$ cat src/rtl/fifo_rd_prefetch_if.sv
// Read-side handshake bundle for fifo_rd_prefetch: the pointer-handler/memory side
// (empty, rdata, r_en) plus the valid/ready output stream.
interface fifo_rd_prefetch_if #(
    parameter int DATA_WIDTH = 8
);
    logic                  empty;
    logic [DATA_WIDTH-1:0] rdata;
    logic                  r_en;
    logic                  m_valid;
    logic [DATA_WIDTH-1:0] m_data;
    logic                  m_ready;

    modport master (
        input  empty,
        input  rdata,
        output r_en,
        output m_valid,
        output m_data,
        input  m_ready
    );

    modport slave (
        output empty,
        output rdata,
        input  r_en,
        input  m_valid,
        input  m_data,
        output m_ready
    );
endinterface

$ cat src/rtl/fifo_rd_prefetch.sv
// First-word-fall-through output stage for the async FIFO read side (2-entry skid buffer).
// Optional FIFO_RD_LEVEL_EN adds the buf_level output mirroring the buffered word count.
module fifo_rd_prefetch #(
    parameter int DATA_WIDTH = 8
) (
    input  logic                rclk,
    input  logic                rrst_n,
    fifo_rd_prefetch_if.master  bus
`ifdef FIFO_RD_LEVEL_EN
    ,
    output logic [1:0]          buf_level
`endif
);

    logic [1:0]            cnt;
    logic                  pend;
    logic                  head;
    logic                  tail;
    logic [DATA_WIDTH-1:0] slot [2];

    logic                  pop;
    logic                  push;
    logic [2:0]            credit;

    // Credit counts words already buffered plus the one in flight from memory,
    // less the word leaving this cycle, so a read is only issued when it has a slot.
    always_comb begin
        pop    = (cnt != 2'd0) && bus.m_ready;
        push   = pend;
        credit = {1'b0, cnt} + {2'b00, pend} - {2'b00, pop};
    end

    assign bus.r_en    = !bus.empty && (credit < 3'd2);
    assign bus.m_valid = (cnt != 2'd0);
    assign bus.m_data  = slot[head];

    always_ff @(posedge rclk or negedge rrst_n) begin
        if (!rrst_n) begin
            cnt     <= 2'd0;
            pend    <= 1'b0;
            head    <= 1'b0;
            tail    <= 1'b0;
            slot[0] <= '0;
            slot[1] <= '0;
        end else begin
            pend <= bus.r_en;
            cnt  <= cnt + {1'b0, push} - {1'b0, pop};
            if (push) begin
                slot[tail] <= bus.rdata;
                tail       <= ~tail;
            end
            if (pop) begin
                head <= ~head;
            end
        end
    end

`ifdef FIFO_RD_LEVEL_EN
    assign buf_level = cnt;
`endif

endmodule

$ cat src/flat_wrapper.sv
// flat-port wrapper written by rule: the top's interface ports become plain ports
module fifo_rd_prefetch_flat 
#(
    parameter int DATA_WIDTH = 8
)
  (rclk, rrst_n, bus_empty, bus_rdata, bus_r_en, bus_m_valid, bus_m_data, bus_m_ready);
  fifo_rd_prefetch_if #(.DATA_WIDTH(DATA_WIDTH)) bus_i ();
  input  logic rclk;
  input  logic rrst_n;
  input wire logic [$bits(bus_i.empty)-1:0] bus_empty;
  input wire logic [$bits(bus_i.rdata)-1:0] bus_rdata;
  output wire logic [$bits(bus_i.r_en)-1:0] bus_r_en;
  output wire logic [$bits(bus_i.m_valid)-1:0] bus_m_valid;
  output wire logic [$bits(bus_i.m_data)-1:0] bus_m_data;
  input wire logic [$bits(bus_i.m_ready)-1:0] bus_m_ready;
  assign bus_i.empty = bus_empty;
  assign bus_i.rdata = bus_rdata;
  assign bus_r_en = bus_i.r_en;
  assign bus_m_valid = bus_i.m_valid;
  assign bus_m_data = bus_i.m_data;
  assign bus_i.m_ready = bus_m_ready;
  fifo_rd_prefetch #(.DATA_WIDTH(DATA_WIDTH)) u_core (.rclk(rclk), .rrst_n(rrst_n), .bus(bus_i));
endmodule
$ cat config.mk
export PLATFORM = sky130hd
export DESIGN_NAME = fifo_rd_prefetch_flat
export DESIGN_NICKNAME = d
export VERILOG_FILES = /design/src/rtl/fifo_rd_prefetch_if.sv /design/src/rtl/fifo_rd_prefetch.sv /design/src/flat_wrapper.sv
export SDC_FILE = /design/constraint.sdc
export NUM_CORES = 1
export LEC_CHECK = 0
export ABC_AREA = 1
export CAP_MARGIN = 5
export CORE_ASPECT_RATIO = 0.7
export CORE_MARGIN = 2
export CORE_UTILIZATION = 49
export CTS_BUF_LIST = sky130_fd_sc_hd__clkbuf_16
export CTS_CLUSTER_DIAMETER = 100
export DETAILED_ROUTE_END_ITERATION = 16
export GPL_TIMING_DRIVEN = 0
export PLACE_DENSITY = 0.74
export SLEW_MARGIN = 10
export SYNTH_ARGS = -nofsm -noshare
export SYNTH_HDL_FRONTEND = slang
export SYNTH_SLANG_ARGS = --single-unit
$ cat constraint.sdc
create_clock -name rclk -period 2.5 [get_ports rclk]
set_input_delay 0.25 -clock rclk [delete_from_list [all_inputs] [get_ports rclk]]
set_output_delay 0.25 -clock rclk [all_outputs]
set_load 0.03 [all_outputs]
==> ci_impl_report.md <==
### Yosys + OpenROAD results

| Metric | Value |
|---|---|
| P_int | 1.166 mW |
| Clkbuf count | 3 |
| PD cells | 1482 nW/µm² |
| Worst reg2reg path endpoint | u_core.pend |
| Seq/total area | 38.67% |
| Worst clock skew | about 0.0022 ns |
| Flip-flops with a built-in enable | 0 |
| Pin count of the biggest net entering global routing | 22 |
| Comb area share | 30.57% |
| Hold_ws | just under 0.5 ns |
| Tcrit/Tclk final | about 100% |
| Core area | ~1900 µm² |
| Commonest flop | dfrtp_1 |
| Worst skew pair latency | between 0.2 and 0.3 ns |
| P_comb | around 1.1 mW |
| Clk slew on worst S/H paths | 0.06 ns |
| Die W | approximately 59 µm |
| GPL Wtd Cong | slightly above 0.7 |
| Sequential cell area | approximately 530 µm² |
| Hold Violations, Final | 0 |
| Slowest stage delay, CP | roughly 0.46 ns |
| GRT busiest layer | met2 |
| Worst path top cell family by delay | adder cells |
| Area fraction in mux cells | 0% |
| DRC Markers | 1 |
| Die Size | roughly 2500 µm² |
| Dpl cells | around 150 |
| Drt initial violations | 33 |
| Top-area cell share | about half |
| Final nets | about 150 |
| Flop count | 21 |
| Leak pwr | between 0.6 and 0.7 nW |
| Switching share of power | between 40% and 50% |
| CTS tree | done |
| Post-DR wirelength/cell | 13.44 µm |
| Post-DRT Antenna Nets | 0 |
| Critical path data arrival time | approximately 2.2 ns |
| Non-Clock Buffer Count | 25 |
| Crit path kind | flop to primary output |
| Run status | complete, but fails checks |
| Final Slew Violations | 0 |
| Clk Tree Root Cell | clkbuf_16 |
| Wl on met1 | roughly 970 µm |
| Logic cell area | 415.4 µm² |
| Failing checks | design-rule violations |
| Clk buf depth | 2 |
| Ports | 22 |
| Number of tapcells | 22 |
| Comb gates | approximately 70 |
[how the worst max path moves through the flow]
stage,startpoint,to,slack (ns),cells after the start
5_1_grt,u_core.cnt[0],bus_r_en,-0.07,8
3_3_place_gp,bus_m_ready,bus_r_en,-0.44,9
4_1_cts,u_core.cnt[1],bus_r_en,0.03,10
6_report,u_core.cnt[0],bus_r_en,0.01,8
3_5_place_dp,bus_m_ready,bus_r_en,-0.47,9
2_1_floorplan,u_core.cnt[1],bus_r_en,0.23,7
[what timing repair did]
item                                    4_1_cts  5_1_grt
endpoints found under the setup margin        1        1
resized                                       8        0
pin swaps                                     1        2
cloned                                        0        0
buffers inserted                              1        0
==> images/power_grid.png <==
Drawn at 6 px/µm. Pins as bars on the die edge.
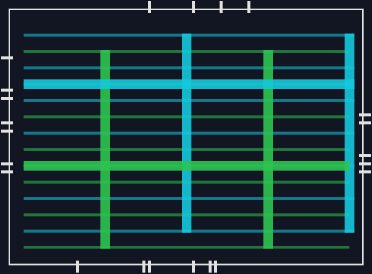
Key: green = VSS; cyan = VDD
2 straps on met5. 4 straps on met4. 22 signal pins sit on the boundary.

==> images/placement_by_type.png <==
Drawn at 4 px/µm. Fill, decap, tap and diode cells in gray.
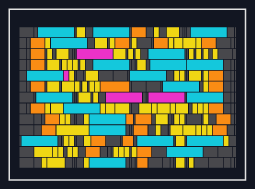
Key: orange = remaining buffers and delay cells [cells 25, share of their area 19%]; magenta = clock drivers and dummy loads [cells 4, share of their area 5.9%]; cyan = sequential cells [cells 21, share of their area 39%]; yellow = combinational and other logic [cells 87, share of their area 36%]

Power and IR drop assume default switching activity.
